`src/rtl/uart_transmitter_pkg.sv`:
```
// Shared definitions for the UART transmit path: width helper and FSM state encoding.
package uart_transmitter_pkg;

  typedef enum logic [2:0] {
    TX_IDLE,
    TX_START,
    TX_DATA,
    TX_PARITY,
    TX_STOP
  } tx_state_t;

  // Smallest number of bits able to index 'value' distinct states.
  function automatic int CeilLog2(input int value);
    int result;
    result = 0;
    for (int i = 0; i < 31; i++) begin
      if ((1 << i) < value) result = i + 1;
    end
    return result;
  endfunction

endpackage

```
`src/rtl/uart_transmitter_if.sv`:
```
// Parallel-side handshake of the UART transmitter: word plus send strobe in, line and status out.
interface uart_transmitter_if #(
  parameter int WORD_LENGHT = 8
);
  logic [WORD_LENGHT-1:0] TX_in;
  logic                   send;
  logic                   TX_out;
  logic                   busy;
  logic                   done;

  modport master (output TX_in, send, input TX_out, busy, done);
  modport slave  (input TX_in, send, output TX_out, busy, done);
endinterface

```
`src/rtl/uart_transmitter_baud_tick_gen.sv`:
```
// Bit-period timebase: one-cycle tick every FREQUENCY/BAUDRATE clocks, restartable on demand.
module uart_transmitter_baud_tick_gen
  import uart_transmitter_pkg::*;
#(
  parameter int FREQUENCY = 50000000,
  parameter int BAUDRATE  = 9600
) (
  input  logic clk,
  input  logic rst,
  input  logic restart,
  output logic tick
);
  localparam int DIV    = FREQUENCY / BAUDRATE;
  localparam int TICK_W = CeilLog2(DIV);

  logic [TICK_W-1:0] cnt_reg;

  always_ff @(posedge clk or negedge rst) begin
    if (!rst) begin
      cnt_reg <= '0;
    end else if (restart || cnt_reg == TICK_W'(DIV - 1)) begin
      cnt_reg <= '0;
    end else begin
      cnt_reg <= cnt_reg + TICK_W'(1);
    end
  end

  // Not masked by restart: the final stop-bit tick and a new acceptance can coincide.
  assign tick = (cnt_reg == TICK_W'(DIV - 1));

endmodule

```
`src/rtl/uart_transmitter.sv`:
```
// UART transmitter: start bit, LSB-first data, optional parity, 1 or 2 stop bits; registered outputs.
module uart_transmitter
  import uart_transmitter_pkg::*;
#(
  parameter int WORD_LENGHT = 8,
  parameter int FREQUENCY   = 50000000,
  parameter int BAUDRATE    = 9600,
  parameter bit PARITY_EN   = 1'b0,
  parameter bit PARITY_ODD  = 1'b0,
  parameter int STOP_BITS   = 1
) (
  input  logic                clk,
  input  logic                rst,
  uart_transmitter_if.slave   bus
);
  localparam int BIT_W = CeilLog2(WORD_LENGHT + 1);

  tx_state_t              state_reg, state_next;
  logic [WORD_LENGHT-1:0] shift_reg, shift_next;
  logic [BIT_W-1:0]       bit_cnt_reg, bit_cnt_next;
  logic                   parity_reg, parity_next;
  logic                   tx_reg, tx_next;
  logic                   busy_reg, busy_next;
  logic                   done_reg, done_next;
  logic                   tick, accept, last_data, frame_end;

  uart_transmitter_baud_tick_gen #(
    .FREQUENCY(FREQUENCY),
    .BAUDRATE (BAUDRATE)
  ) baud_tick_gen (
    .clk    (clk),
    .rst    (rst),
    .restart(accept),
    .tick   (tick)
  );

  assign last_data = (bit_cnt_reg == BIT_W'(WORD_LENGHT - 1));
  assign frame_end = (state_reg == TX_STOP) && tick && (bit_cnt_reg == BIT_W'(STOP_BITS - 1));
  // A request landing on the last stop-bit edge is taken so held-send frames abut exactly.
  assign accept    = bus.send && ((state_reg == TX_IDLE) || frame_end);

  always_ff @(posedge clk or negedge rst) begin
    if (!rst) begin
      state_reg   <= TX_IDLE;
      shift_reg   <= '0;
      bit_cnt_reg <= '0;
      parity_reg  <= 1'b0;
      tx_reg      <= 1'b1;
      busy_reg    <= 1'b0;
      done_reg    <= 1'b0;
    end else begin
      state_reg   <= state_next;
      shift_reg   <= shift_next;
      bit_cnt_reg <= bit_cnt_next;
      parity_reg  <= parity_next;
      tx_reg      <= tx_next;
      busy_reg    <= busy_next;
      done_reg    <= done_next;
    end
  end

  always_comb begin
    state_next   = state_reg;
    shift_next   = shift_reg;
    bit_cnt_next = bit_cnt_reg;
    parity_next  = parity_reg;
    case (state_reg)
      TX_IDLE: ;
      TX_START: begin
        if (tick) state_next = TX_DATA;
      end
      TX_DATA: begin
        if (tick) begin
          shift_next = shift_reg >> 1;
          if (last_data) begin
            bit_cnt_next = '0;
            state_next   = PARITY_EN ? TX_PARITY : TX_STOP;
          end else begin
            bit_cnt_next = bit_cnt_reg + BIT_W'(1);
          end
        end
      end
      TX_PARITY: begin
        if (tick) state_next = TX_STOP;
      end
      TX_STOP: begin
        if (frame_end) begin
          bit_cnt_next = '0;
          state_next   = TX_IDLE;
        end else if (tick) begin
          bit_cnt_next = bit_cnt_reg + BIT_W'(1);
        end
      end
      default: state_next = TX_IDLE;
    endcase
    if (accept) begin
      state_next   = TX_START;
      shift_next   = bus.TX_in;
      parity_next  = (^bus.TX_in) ^ PARITY_ODD;
      bit_cnt_next = '0;
    end
  end

  // Outputs are decoded from next-cycle values so the registered line tracks the state exactly.
  always_comb begin
    tx_next   = 1'b1;
    busy_next = (state_next != TX_IDLE);
    done_next = frame_end;
    case (state_next)
      TX_START:  tx_next = 1'b0;
      TX_DATA:   tx_next = shift_next[0];
      TX_PARITY: tx_next = parity_next;
      default:   tx_next = 1'b1;
    endcase
  end

  assign bus.TX_out = tx_reg;
  assign bus.busy   = busy_reg;
  assign bus.done   = done_reg;

endmodule
```
`src/flat_wrapper.sv`:
```
// flat-port wrapper written by rule: the top's interface ports become plain ports
module uart_transmitter_flat import uart_transmitter_pkg::*;
#(
  parameter int WORD_LENGHT = 8,
  parameter int FREQUENCY   = 50000000,
  parameter int BAUDRATE    = 9600,
  parameter bit PARITY_EN   = 1'b0,
  parameter bit PARITY_ODD  = 1'b0,
  parameter int STOP_BITS   = 1
)
  (clk, rst, bus_TX_in, bus_send, bus_TX_out, bus_busy, bus_done);
  uart_transmitter_if #(.WORD_LENGHT(WORD_LENGHT)) bus_i ();
  input  logic clk;
  input  logic rst;
  input wire logic [$bits(bus_i.TX_in)-1:0] bus_TX_in;
  input wire logic [$bits(bus_i.send)-1:0] bus_send;
  output wire logic [$bits(bus_i.TX_out)-1:0] bus_TX_out;
  output wire logic [$bits(bus_i.busy)-1:0] bus_busy;
  output wire logic [$bits(bus_i.done)-1:0] bus_done;
  assign bus_i.TX_in = bus_TX_in;
  assign bus_i.send = bus_send;
  assign bus_TX_out = bus_i.TX_out;
  assign bus_busy = bus_i.busy;
  assign bus_done = bus_i.done;
  uart_transmitter #(.WORD_LENGHT(WORD_LENGHT), .FREQUENCY(FREQUENCY), .BAUDRATE(BAUDRATE), .PARITY_EN(PARITY_EN), .PARITY_ODD(PARITY_ODD), .STOP_BITS(STOP_BITS)) u_core (.clk(clk), .rst(rst), .bus(bus_i));
endmodule
```
`config.mk`:
```
export PLATFORM = sky130hd
export DESIGN_NAME = uart_transmitter_flat
export DESIGN_NICKNAME = d
export VERILOG_FILES = /design/src/rtl/uart_transmitter_pkg.sv /design/src/rtl/uart_transmitter_if.sv /design/src/rtl/uart_transmitter_baud_tick_gen.sv /design/src/rtl/uart_transmitter.sv /design/src/flat_wrapper.sv
export SDC_FILE = /design/constraint.sdc
export NUM_CORES = 1
export LEC_CHECK = 0
export CORE_MARGIN = 8
export CORE_UTILIZATION = 45
export DETAILED_ROUTE_END_ITERATION = 8
export SYNTH_ARGS = -nofsm -noshare
export SYNTH_HDL_FRONTEND = slang
export SYNTH_HIERARCHICAL = 1
export SYNTH_SLANG_ARGS = --single-unit
```
`constraint.sdc`:
```
create_clock -name clk -period 3.6 [get_ports clk]
set_clock_uncertainty 0.2 [all_clocks]
set_input_delay 0.72 -clock clk [delete_from_list [all_inputs] [get_ports clk]]
set_output_delay 0.72 -clock clk [all_outputs]
set_load 0.05 [all_outputs]
```
Fig. 1: run 1, met1 routing
Bar = 20 um.
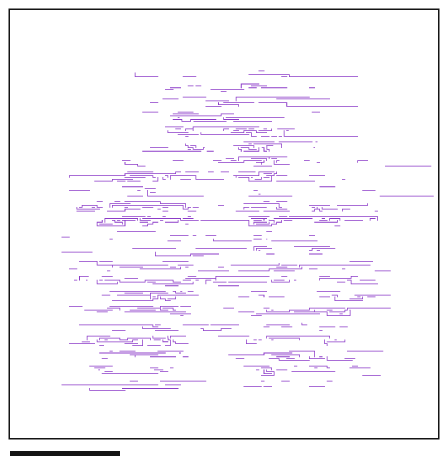
wire length on this layer = 1570 um
longest straight run = 17.5 um
main direction = horizontal
nets with wire on the layer = 178
Detailed Route WL: 3.51 mm
GRT met1 Usage: 13.8%
vias: 1333

Fig. 2: run 1, metal 2
Bar = 20 um. Cells faint in the background.
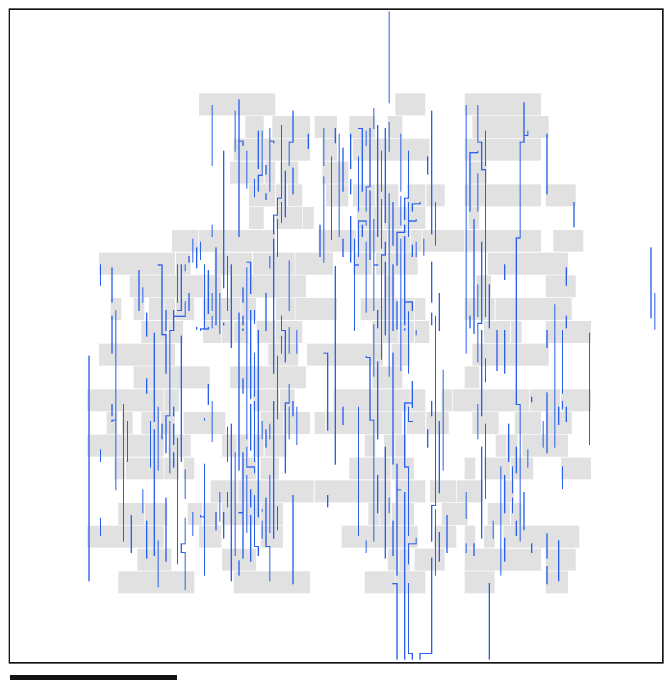
nets with wire on the layer = 170
main direction = vertical
wire length on this layer = 1770 um
longest straight run = 29.6 um
share of all routed wire = 51%
met2 Usage GRT: 21.1%

Fig. 3: run 1, the metal 3 layer
Bar = 20 um. Cells faint in the background.
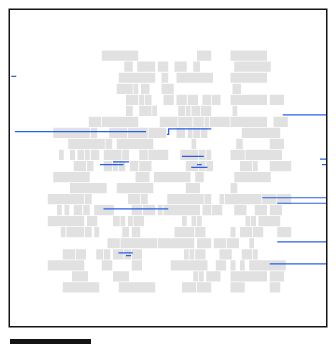
nets with wire on the layer = 16
wire length on this layer = 148 um
share of all routed wire = 4.2%
met3 Usage GRT: 4.03%

==> flow_summary_export.csv, run 1 <==
group,metric,value,unit
run_status,status,"complete, no violations",
finish,drive_above_1_share,11.8,%
synth,synth_warnings,6,
min_path,min_to,"u_core/shift_reg[5]",
worst_setup_path,cp.required,3.54,ns
pwr,seq_cell_power,0.000360,W
route,drt_iter0_drc,79,
final_timing,tightest_slew,0.513,ns
synth,syn-num-nets,184,
cts,holdBufCountCts,0,
finish,antennaDiodeCount,0,
final_timing,period_used_share,76.4,%
finish,n_clock_buffer,7,
worst_setup_path,path_cells,"nor4b_1 -> and4_1 -> and4bb_2 -> o211a_2 -> a41o_1 -> a21oi_1",
finish,largest_class,"combinational gates",
synth,synthAdderAreaFrac,2.18,%
route,wl_per_cell,15.0,um
final_timing,slew_violations,0,
worst_setup_path,crit_type,"reg2reg",
placed_design,place_inst,226,
synth,postSynthAreaPerCell,10.1,sq um
finish,final_util,53.4,%
global_route,gr-total-overflow,0,
finish,layout.nets,199,
cts,postCtsSetupRepairBufs,0,
pwr,powerDensity,335,mW/mm^2
min_path,holdPathStages,2,
synth,synthFlopType,"dfrtp_1",
final_timing,fmax,0.363,GHz
worst_setup_path,ff2ff_setup_slack,0.85,ns
pwr,comb_cell_power,0.0000378,W
cts,cts.reportedPaths.clkPinSlew,0.07,ns
die,io_pins,14,
die,rows,22,
synth,edf_count,0,
die,die-area,0.00607,sq mm
route,post-route-drc-count,0,
finish,areaGrowthSynthToFinish,13.4,%
worst_setup_path,crit_path_start,"u_core/baud_tick_gen/cnt_reg[7]",
synth,most_common_cell,"dfrtp_1",
global_route,antenna_found_initial,0,
cts,post_cts_resized,0,
worst_setup_path,cp_slowest_cell,"dfrtp_1",
global_route,grt-busiest-layer,"met2",
placed_design,portBuffers,13,
final_timing,fin_crit,2.75,ns
cts,cts_tree,"yes",
synth,synth_area,0.00172,sq mm
finish,num-multi-input-gates,126,
die,die_h,77.9,um
route,routed.top_layer,"met4",
finish,seq_area_share,41.0,%
synth,logic_family,"simple AND/OR/NAND/NOR gates",
Fig. 4: run 1, routing congestion map
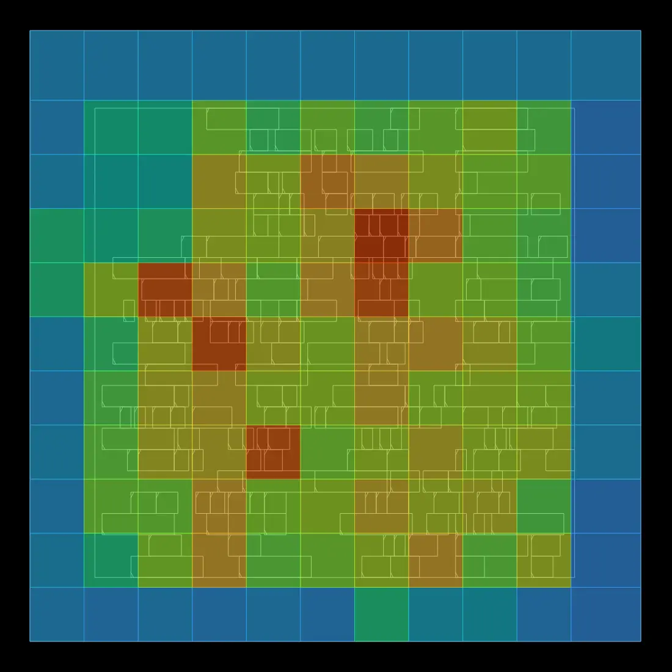

==> run 1 -> run 2 <==
Clock period 3.6 ns to 2.7 ns, I/O delays scaled along.
Fig. 5: run 2, routing congestion map
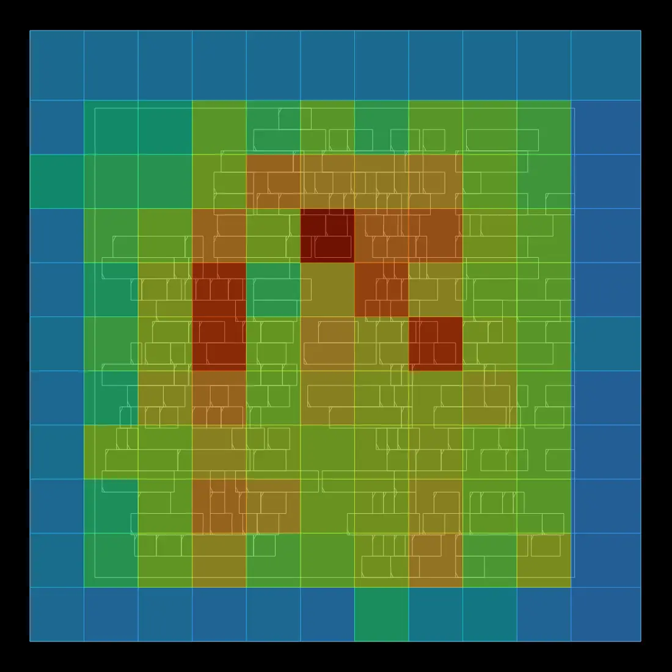
Finished Core Util: 55.4%
met3 Usage GRT: 3.69%

==> flow_summary_export.csv, run 2 <==
group,metric,value,unit
placed_design,place_inst,232,
worst_setup_path,cp.required,2.68,ns
finish,num-multi-input-gates,126,
die,io_pins,14,
min_path,min_to,"u_core/shift_reg[5]",
cts,postCtsSetupRepairBufs,0,
die,rows,22,
synth,logic_family,"simple AND/OR/NAND/NOR gates",
run_status,status,"complete, no violations",
route,drt_iter0_drc,73,
worst_setup_path,ff2ff_setup_slack,0.22,ns
synth,edf_count,0,
cts,cts_tree,"yes",
final_timing,fmax,0.403,GHz
cts,cts.reportedPaths.clkPinSlew,0.06,ns
worst_setup_path,crit_path_start,"u_core/baud_tick_gen/cnt_reg[9]",
cts,post_cts_resized,0,
worst_setup_path,cp_slowest_cell,"dfrtp_1",
final_timing,fin_crit,2.48,ns
synth,syn-num-nets,184,
pwr,comb_cell_power,0.0000500,W
worst_setup_path,path_cells,"nor4b_2 -> and4_4 -> and4bb_2 -> o211a_2 -> mux2_4 -> nor3_2 -> a21oi_1",
worst_setup_path,crit_type,"reg2reg",
global_route,use_met1,13.3,%
synth,synth_area,0.00172,sq mm
finish,seq_area_share,39.5,%
finish,antennaDiodeCount,0,
pwr,powerDensity,441,mW/mm^2
final_timing,period_used_share,91.8,%
min_path,holdPathStages,2,
synth,synthAdderAreaFrac,2.18,%
route,num_vias,1327,
global_route,gr-total-overflow,0,
worst_setup_path,reg2reg_from,"u_core/baud_tick_gen/cnt_reg[9]",
finish,fillCellCount,328,
synth,postSynthAreaPerCell,10.1,sq um
finish,largest_class,"combinational gates",
finish,n_clock_buffer,8,
synth,synth_warnings,6,
global_route,grt-busiest-layer,"met2",
route,wl_per_cell,14.0,um
Fig. 6: run 2, the metal 3 layer
Bar = 20 um. Cells faint in the background.
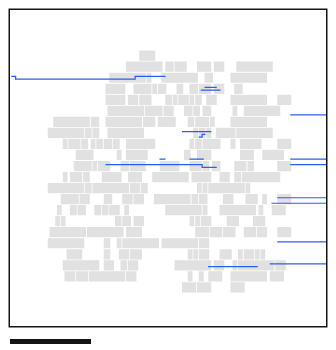
nets with wire on the layer = 15
main direction = horizontal

No activity file was given, so power comes from the tool's default toggle rates.
